**config.mk**
```make
export PLATFORM = sky130hd
export DESIGN_NAME = blackjack_hand_scorer_flat
export DESIGN_NICKNAME = d
export VERILOG_FILES = /design/src/rtl/blackjack_hand_scorer_pkg.sv /design/src/rtl/blackjack_hand_scorer_if.sv /design/src/rtl/blackjack_hand_scorer_hand_accum.sv /design/src/rtl/blackjack_hand_scorer.sv /design/src/flat_wrapper.sv
export SDC_FILE = /design/constraint.sdc
export NUM_CORES = 1
export LEC_CHECK = 0
export CORE_ASPECT_RATIO = 0.8
export CORE_MARGIN = 2
export CORE_UTILIZATION = 51
export CTS_BUF_LIST = sky130_fd_sc_hd__clkbuf_16
export DETAILED_ROUTE_END_ITERATION = 8
export GPL_TIMING_DRIVEN = 1
export MAX_ROUTING_LAYER = met4
export PLACE_DENSITY = 0.75
export SYNTH_ARGS = -nofsm -noshare
export SYNTH_HDL_FRONTEND = slang
export SYNTH_HIERARCHICAL = 1
export SYNTH_SLANG_ARGS = --single-unit
```
**constraint.sdc**
```tcl
create_clock -name clock -period 4.88 [get_ports clock]
set_input_delay 0.976 -clock clock [delete_from_list [all_inputs] [get_ports clock]]
set_output_delay 0.976 -clock clock [all_outputs]
set_load 0.1 [all_outputs]
```
**src/rtl/blackjack_hand_scorer_pkg.sv**
```systemverilog
// blackjack_pkg: shared state/result encodings, card constants and best-total helper
package blackjack_pkg;
   typedef enum logic [2:0] {IDLE, PLAYER, DEALER, RESOLVE, DONE} state_t;
   typedef enum logic [1:0] {
      RES_NONE   = 2'b00,
      RES_PLAYER = 2'b01,
      RES_DEALER = 2'b10,
      RES_PUSH   = 2'b11
   } result_t;
   localparam logic [3:0] ACE_VALUE = 4'd1;
   localparam logic [3:0] MAX_CARD  = 4'd10;
   localparam logic [4:0] ACE_BONUS = 5'd10;
   // an ace counts 11 whenever that does not push the hand past 21
   function automatic logic [4:0] best_of(input logic [4:0] hard, input logic ace);
      return (ace && hard <= 5'd11) ? hard + ACE_BONUS : hard;
   endfunction
endpackage

```
**src/rtl/blackjack_hand_scorer_if.sv**
```systemverilog
// blackjack_hand_scorer_if: card/turn/score signals between draw stage, scorer and display
interface blackjack_hand_scorer_if;
   logic       start;
   logic [3:0] card;
   logic       card_valid;
   logic       stand;
   logic       turn;
   logic       dealer_hit;
   logic [4:0] player_total;
   logic [4:0] dealer_total;
   logic [1:0] result;
   logic       done;
   logic       bad_card;
   modport master (
      output start, card, card_valid, stand,
      input  turn, dealer_hit, player_total, dealer_total, result, done, bad_card
   );
   modport slave (
      input  start, card, card_valid, stand,
      output turn, dealer_hit, player_total, dealer_total, result, done, bad_card
   );
endinterface

```
**src/rtl/blackjack_hand_scorer_hand_accum.sv**
```systemverilog
// hand_accum: one hand's hard sum and ace flag, with best total and bust derived from them
module hand_accum
   import blackjack_pkg::*;
#(
   parameter logic [4:0] BUST_LIMIT = 5'd21
) (
   input  logic       clock,
   input  logic       reset,
   input  logic       clear,
   input  logic       add,
   input  logic [3:0] card,
   output logic [4:0] hard,
   output logic       ace_seen,
   output logic [4:0] best,
   output logic       bust
);
   // accumulate the card with aces counted as 1; clear starts a fresh hand
   always_ff @(posedge clock) begin
      if (reset || clear) begin
         hard     <= '0;
         ace_seen <= 1'b0;
      end else if (add) begin
         hard     <= hard + {1'b0, card};
         ace_seen <= ace_seen | (card == ACE_VALUE);
      end
   end
   assign best = best_of(hard, ace_seen);
   assign bust = best > BUST_LIMIT;
endmodule

```
**src/rtl/blackjack_hand_scorer.sv**
```systemverilog
// blackjack_hand_scorer: turn sequencing FSM and outcome resolution over two hand accumulators
module blackjack_hand_scorer
   import blackjack_pkg::*;
#(
   parameter logic [4:0] BUST_LIMIT   = 5'd21,
   parameter logic [4:0] DEALER_STAND = 5'd17
) (
   input logic                   clock,
   input logic                   reset,
   blackjack_hand_scorer_if.slave bus
);
   state_t     state, state_n;
   result_t    result, result_n;
   logic       clear, good, p_add, d_add, new_bust, bad_card;
   logic [4:0] p_hard, d_hard, p_best, d_best, act_hard;
   logic       p_ace, d_ace, p_bust, d_bust, act_ace;

   hand_accum #(.BUST_LIMIT(BUST_LIMIT)) u_player (
      .clock(clock), .reset(reset), .clear(clear), .add(p_add), .card(bus.card),
      .hard(p_hard), .ace_seen(p_ace), .best(p_best), .bust(p_bust)
   );
   hand_accum #(.BUST_LIMIT(BUST_LIMIT)) u_dealer (
      .clock(clock), .reset(reset), .clear(clear), .add(d_add), .card(bus.card),
      .hard(d_hard), .ace_seen(d_ace), .best(d_best), .bust(d_bust)
   );

   assign good           = bus.card_valid && bus.card != 4'd0 && bus.card <= MAX_CARD;
   assign bus.turn       = state == DEALER;
   assign bus.dealer_hit = state == DEALER && d_best < DEALER_STAND;
   assign bus.done       = state == DONE;
   assign p_add          = state == PLAYER && good;
   assign d_add          = bus.dealer_hit && good;
   assign act_hard       = bus.turn ? d_hard : p_hard;
   assign act_ace        = bus.turn ? d_ace : p_ace;
   // a card arriving with stand must be able to bust before the turn passes
   assign new_bust       = best_of(act_hard + {1'b0, bus.card}, act_ace | (bus.card == ACE_VALUE)) > BUST_LIMIT;
   assign result_n       = p_bust ? RES_DEALER : d_bust ? RES_PLAYER :
                           p_best > d_best ? RES_PLAYER : p_best < d_best ? RES_DEALER : RES_PUSH;
   assign bus.player_total = p_best;
   assign bus.dealer_total = d_best;
   assign bus.result       = result;
   assign bus.bad_card     = bad_card;

   // state register
   always_ff @(posedge clock) begin
      if (reset) state <= IDLE;
      else       state <= state_n;
   end

   // next-state and hand-clear decode
   always_comb begin
      state_n = state;
      clear   = 1'b0;
      if (state == IDLE || state == DONE) begin
         clear   = bus.start;
         state_n = bus.start ? PLAYER : state;
      end else if (state == PLAYER) begin
         if (good)           state_n = new_bust ? RESOLVE : bus.stand ? DEALER : PLAYER;
         else if (bus.stand) state_n = DEALER;
      end else if (state == DEALER) begin
         state_n = bus.dealer_hit ? DEALER : RESOLVE;
      end else begin
         state_n = DONE;
      end
   end

   // outcome latched in RESOLVE, illegal cards flagged the cycle after their strobe
   always_ff @(posedge clock) begin
      if (reset) begin
         result   <= RES_NONE;
         bad_card <= 1'b0;
      end else begin
         result   <= clear ? RES_NONE : state == RESOLVE ? result_n : result;
         bad_card <= bus.card_valid && !good;
      end
   end
endmodule

```
**src/flat_wrapper.sv**
```systemverilog
// flat-port wrapper written by rule: the top's interface ports become plain ports
module blackjack_hand_scorer_flat import blackjack_pkg::*;
#(
   parameter logic [4:0] BUST_LIMIT   = 5'd21,
   parameter logic [4:0] DEALER_STAND = 5'd17
)
  (clock, reset, bus_start, bus_card, bus_card_valid, bus_stand, bus_turn, bus_dealer_hit, bus_player_total, bus_dealer_total, bus_result, bus_done, bus_bad_card);
  blackjack_hand_scorer_if bus_i ();
  input logic clock;
  input logic reset;
  input wire logic [$bits(bus_i.start)-1:0] bus_start;
  input wire logic [$bits(bus_i.card)-1:0] bus_card;
  input wire logic [$bits(bus_i.card_valid)-1:0] bus_card_valid;
  input wire logic [$bits(bus_i.stand)-1:0] bus_stand;
  output wire logic [$bits(bus_i.turn)-1:0] bus_turn;
  output wire logic [$bits(bus_i.dealer_hit)-1:0] bus_dealer_hit;
  output wire logic [$bits(bus_i.player_total)-1:0] bus_player_total;
  output wire logic [$bits(bus_i.dealer_total)-1:0] bus_dealer_total;
  output wire logic [$bits(bus_i.result)-1:0] bus_result;
  output wire logic [$bits(bus_i.done)-1:0] bus_done;
  output wire logic [$bits(bus_i.bad_card)-1:0] bus_bad_card;
  assign bus_i.start = bus_start;
  assign bus_i.card = bus_card;
  assign bus_i.card_valid = bus_card_valid;
  assign bus_i.stand = bus_stand;
  assign bus_turn = bus_i.turn;
  assign bus_dealer_hit = bus_i.dealer_hit;
  assign bus_player_total = bus_i.player_total;
  assign bus_dealer_total = bus_i.dealer_total;
  assign bus_result = bus_i.result;
  assign bus_done = bus_i.done;
  assign bus_bad_card = bus_i.bad_card;
  blackjack_hand_scorer #(.BUST_LIMIT(BUST_LIMIT), .DEALER_STAND(DEALER_STAND)) u_core (.clock(clock), .reset(reset), .bus(bus_i));
endmodule
```
**Run 1: signal metal coverage by tile**

The bar under the picture is 20 µm long. 14 x 12 tiles, from dark blue (low) to red (high), scaled to the fullest tile. Values are wire area over tile area, all layers added.
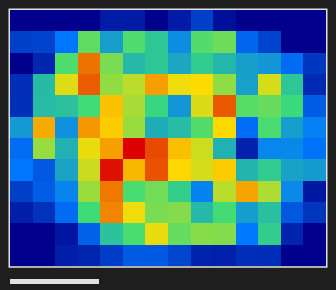
The mean over all tiles is 0.17. The fullest tile reaches 0.44. 11% of the tiles are nearly empty. 37% of the tiles are over half the peak. The densest ninth of the die: centre.
routed length per instance: 15.4 µm
total global-route track usage: 23.9%

**Run 1: the clock network**

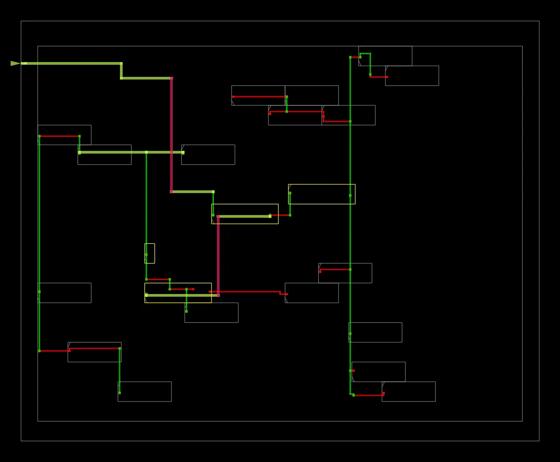
number of sinks on the clock net: 18
clk_buf instances: 3
number of sequential storage elements: 18
worst clock skew: 2.76 ps

==> results.txt, run 1 <==
Status on the layout run. For reference, the most critical setup path is categorized as flop to primary output. Maximum number of pins on one net before global-route repair landed at 17. Core area landed at roughly 3400 µm². After detailed placement, the design holds a cell count of 280.

The net switching power in the latest report is between 0.15 and 0.2 mW. Subtracting the final worst setup slack from the clock period gives around 4000 ps. Row count landed at 19. Portion of netlist area occupied by mux cells landed at between 6 and 7%.

Counting the fill cells in the layout gives 319. According to the I/O placement log, the pin count is 25. Number of instances on the worst hold path landed at 2. For this run, the detailed router's first-pass iteration total came to 4. Multi-input logic cell count landed at between 150 and 200. For the final routed database, the setup TNS stands at 0 ps.

The completed layout was analyzed and its total power is around 0.46 mW. Per report_power, the combinational group accounts for between 20% and 30% of the total. STA classifies the critical path endpoint as a primary output. In the layout the commonest cells are 23 x clkdlybuf4s50_1, 23 x ha_1, 20 x inv_1.

For this run, the final setup violation count is recorded as 0. STA puts the critical path data required time at just under 4000 ps. Count of pins over their slew limit landed at 0. Post-CTS repair ended up resizing 0 cells.

Die area landed at between 4000 and 5000 µm². Fraction of layout cells with a size suffix above 1 landed at around 7%. Fraction of area in clock buffers and inverters landed at 3.61%. Portion of the clock cycle consumed by the worst path in the final layout landed at 82.0%. For reference, the top cells by area after synthesis are dfxtp_1 19%, ha_1 16%, inv_1 4.1%. Sequential cell area fraction in the yosys report landed at a little under 20%.

Number of buffers outside the clock class in the layout landed at 25. Inverter tally of the final layout excluding the clock network landed at 20. In the synthesized netlist the dominant register cell turns out to be dfxtp_1. Met2 track demand over resource in global routing landed at 39.6%.

Derived from the worst setup path, the maximum achievable clock frequency is around 0.25 GHz. Across all register-to-register paths, the minimum setup slack is between 1500 and 2000 ps. The critical path ends at bus_dealer_hit. The min-delay analysis places its worst path in the category flop to flop. The flow measured a signed area growth from synthesis to layout of 18.2%. The total overflow left after global routing is 0. Ranked by power, first place goes to the clock network. Yosys stat counts between 200 and 250 cells in the synthesized netlist. Number of hold violations in the final report landed at 0.

After the flow finishes, the layout carries non-filler instances totaling approximately 280. Number of nets with antenna violations after detailed routing landed at 0. Switching share of power landed at roughly a third.

The routed design uses 238 µm of met3 wire. Fraction of power consumed by the clock network landed at 36.2%. The power report lists the sequential group at 0.162 mW. Fraction of met1 tracks used by global routing landed at 30.7%. Cell area after synthesis landed at about 1800 µm².

Met2 routed wirelength landed at 2000 µm. H-tree depth reported by CTS landed at 1. The detailed router finished its first iteration with 106 violations. Logic share of the area landed at roughly 63%. The analysis attributes to cell leakage a power of just under 0.9 nW. Worst-case setup margin in the final layout landed at 879 ps. Looking at the post-CTS report, the setup buffer insertion count equals 0.

Input and output buffers added on the ports amount to 24. The first global-routing pass estimated 7560 µm of wire. In this run the most used layer during global routing was met2. Data arrives at the worst endpoint at 3020 ps.

Yosys reports that the most numerous cell types are 23 x ha_1, 20 x inv_1, 18 x dfxtp_1. The launch point of the worst min-delay path is recorded as u_core/bus.result[1]. TritonCTS built the clock tree. Broken down by cell family, the worst path's largest delay share belongs to AND-OR/OR-AND gates. Number of warnings reported in the yosys synthesis log landed at 6. The floorplan step set the die height to 57.9 µm.

Flip-flop and latch count after synthesis landed at 18. Synthesis produced around 220 cells. Cells fill 63.4% of the core in the end.

STA classifies the critical path startpoint as a flop. For the worst reg-to-reg path, the endpoint reported by OpenROAD is u_core/u_dealer/ace_seen. Number of nets in the layout landed at roughly 280. Measured in cells, the most critical reg-to-reg path has a length of 12. After detailed routing, no signal wire sits above met4. Counting both buffers and inverters, the worst setup path holds a total of 2. Once layout is done, the placed cells without fillers occupy 2190 µm². The worst register-to-register path begins at u_core/u_dealer/hard[2]. Yosys reported that registers with async set or reset make up 0%.

Setup repair after global routing left no endpoint under its margin. The most common cell in the synthesized netlist is ha_1. Total stage count of the critical path landed at 9. Post-synthesis net count landed at ~250. After layout the signal buffers, clock cells excluded, come to between 10 and 15% of cell area. Yosys stat chip area landed at roughly 1800 µm².

Max-cap violation count landed at 0. The skew report gives the latency at the later pin of the worst-skew pair as 250 ps. The tool warning count for the run is 29. Maximum cell stage delay along the critical path landed at between 700 and 800 ps. The number of different library cells used by synthesis comes to about 47.

The worst hold path terminates at u_core/bus.result[1]. The repair_antennas step left the layout with diodes totalling 0. The via count of the first global-routing pass is 1633.

The placed instances occupy a cell area of approximately 2100 µm². The root buffer cell chosen for the clock tree is clkbuf_16. Looking at the clock tree report, the maximum root-to-sink buffer count equals 2. VDD sags by at most roughly 0.17 mV. Summing all multi-input logic gate instances after layout gives roughly 1400 µm². The flow reports power dissipated in combinational cells as approximately 0.13 mW.

Registers take around 360 µm². Cell internal power dissipation landed at 0.310 mW. For reference, compound AND-OR and OR-AND cells occupy a little under a quarter of the area reported after synthesis.

Number of tap instances landed at about 42. Die width landed at 71.3 µm. Worst slack at placement landed at 1180 ps. Remaining max-slew budget at the tightest pin landed at between 30% and 40%.

Largest fanout on the critical path landed at 10. The flow ran to the end, and the final reports show no timing, DRC or antenna violations.
**Run 1: the metal 3 layer**

The bar under the picture is 20 µm long.
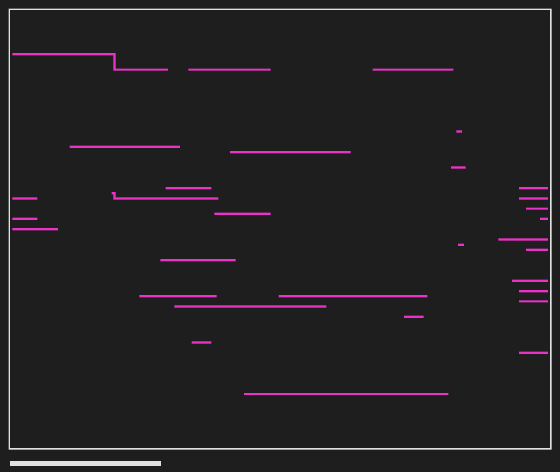
The longest straight run is 26.7 µm. The wires run mostly horizontal. The layer holds 5.5% of the routed length. 27 nets have wire on it.
total wire length: 4380 µm
met3 Usage GRT: 3.48%
via count of the routed design: 1710

## Run 2: what changed since run 1
- clock period: 4.88 -> 4 ns (I/O delays scaled with it)
==> results.txt, run 2 <==
Status on the layout run. The run finished with clean final reports. The final timing report counts setup violations totalling 0. Sorting the synthesized cells by area gives the leading types as dfxtp_1 19%, ha_1 16%, inv_1 4.1%. Across the run, the number of max-cap violations was 0. Fraction of met1 tracks used by global routing landed at 33.3%.

Per the post-route antenna check, the number of violating nets is 0. Per the hold report, the tightest min-delay path originates at u_core/bus.result[0]. In the final layout, excluding clock buffers the buffer count is 26. The critical path ends at bus_dealer_hit. Worst-case setup margin in the final layout landed at around 430 ps. Number of cells in the finished layout apart from fillers landed at roughly 290.

Once the clock tree was built, the setup fixing pass inserted 0 buffers. In this run the layout overhead on the synthesized area is reported as 20.1%. The synthesis report lists the Yosys warning total as 6. The first global-routing pass estimated between 7000 and 8000 µm of wire. Counting tap cells, the placed design contains a total of 281 instances. STA on the placed design reports a worst setup slack of 487 ps. Number of cell instances after yosys synthesis landed at 219. Clock tree synthesis selected as its root buffer the cell clkbuf_16.

Internal power comes to between 0.3 and 0.4 mW. Total overflow reported by the global router landed at 0. Count of pins over their slew limit landed at 0. Number of nets in the layout landed at about 280.

The script computed the net switching share of total power as 33.1%. The analysis attributes to cell leakage a power of ~0.91 nW. Reported sequential group power landed at between 0.15 and 0.2 mW. The critical path is of the flop to primary output type. The detailed router reports a met2 wire length of about 1900 µm.

Die width landed at 71.3 µm. Final total power landed at between 0.5 and 0.6 mW. Switching component of the power landed at 0.189 mW. Number of cells upsized or downsized after cts landed at 0. Routed wirelength normalized by instance count landed at 15.5 µm. Per the synth log, the flip-flop and latch total comes to 18.

For hold timing, the worst endpoint is u_core/bus.result[0]. In this run the top signal layer used is met4. The placement stage leaves a total instance area of ~2100 µm².

Compound-gate portion of the synthesized area landed at between 20% and 30%. TritonCTS built the clock tree. Broken down by cell family, the worst path's largest delay share belongs to AND-OR/OR-AND gates. Total number of sequential cells landed at 18.

Number of distinct library cells after synthesis landed at between 40 and 50. Fraction of power consumed by the clock network landed at 36.2%. Setup repair after global routing left no endpoint under its margin. Counting along the longest clock path gives a buffer depth of 2. Cell count after synthesis landed at about 220. Insertion delay at the late pin of the worst-skew pair landed at 250 ps.

Of all power groups, the one with the highest power is the clock network. Per the layout area report, the register area comes to about 360 µm². In this run the most used layer during global routing was met2. The multi-input combinational cells in the finished layout cover a total of 1410 µm². The die is a little under 60 µm tall. Total combinational power landed at ~0.17 mW. Post-synthesis net count landed at 254. Global routing consumed, over all layers together, a little under a quarter of the routing resources. The worst setup path is launched from a flop. Summed area of non-filler cells in the final layout landed at between 2000 and 2500 µm². For the worst reg-to-reg path, the startpoint reported by OpenROAD is u_core/state[1]. The top cell types in the final layout, fill and taps aside, are 23 x ha_1, 20 x inv_1, 18 x dfxtp_1.

Buffers outside the clock tree occupy between 10 and 15% of the routed design's cell area. All stages included, the depth of the critical timing path comes to 9. The layout has 20 inverters outside the clock class. The synthesized netlist has a Yosys-reported chip area of between 1500 and 2000 µm². Maximum cell stage delay along the critical path landed at roughly 550 ps.

Detailed router's first-iteration violation count landed at ~98. Maximum number of pins on one net before global-route repair landed at 17. Largest fanout on the critical path landed at 10. ha_1 is the most common cell in the netlist. Portion of netlist area occupied by mux cells landed at ~6.2%.

Number of tap instances landed at roughly 42. Headroom to the max-slew limit came out at 34.7%. Worst reg2reg path depth landed at 12. Met2 track demand over resource in global routing landed at approximately a third.

Number of clock buffers in the layout landed at 3.
**Run 2: the metal 3 layer**

The bar under the picture is 20 µm long.
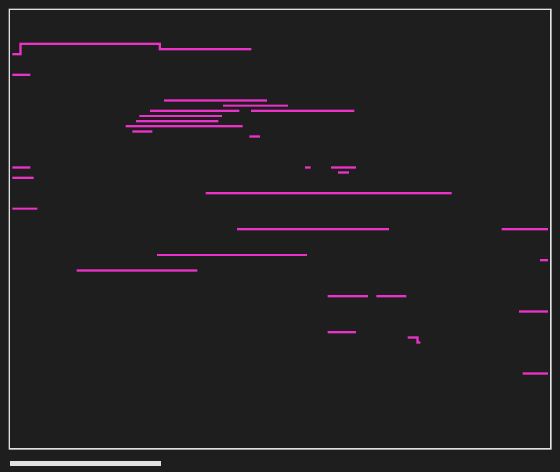
25 nets have wire on it. The wires run mostly horizontal. The layer carries 248 µm of wire. The longest straight run is 32.2 µm. The layer holds 5.6% of the routed length.
total wire length: 4420 µm
met3 Usage GRT: 5.57%
via count of the routed design: 1720

**Run 2: placed cells, one colour a class**

Fill, decap, tap and diode cells in grey.
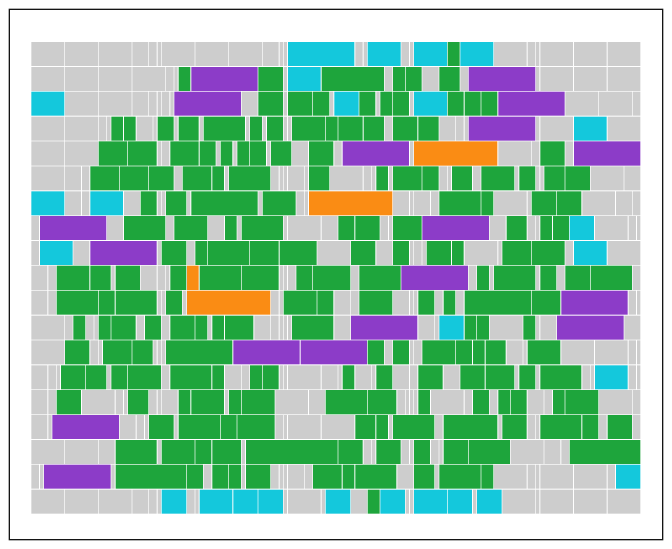
Green is remaining logic cells, cells 195, share of their area 69%. Orange is clock drivers and dummy loads, cells 4, share of their area 3.6%. Cyan is remaining buffers and delay cells, cells 26, share of their area 11%. Purple is registers, cells 18, share of their area 17%.
flop share of the area: 16.2%
Core Region: 3450 µm²

Power figures rest on the tool's default switching activity, not on a simulated workload.
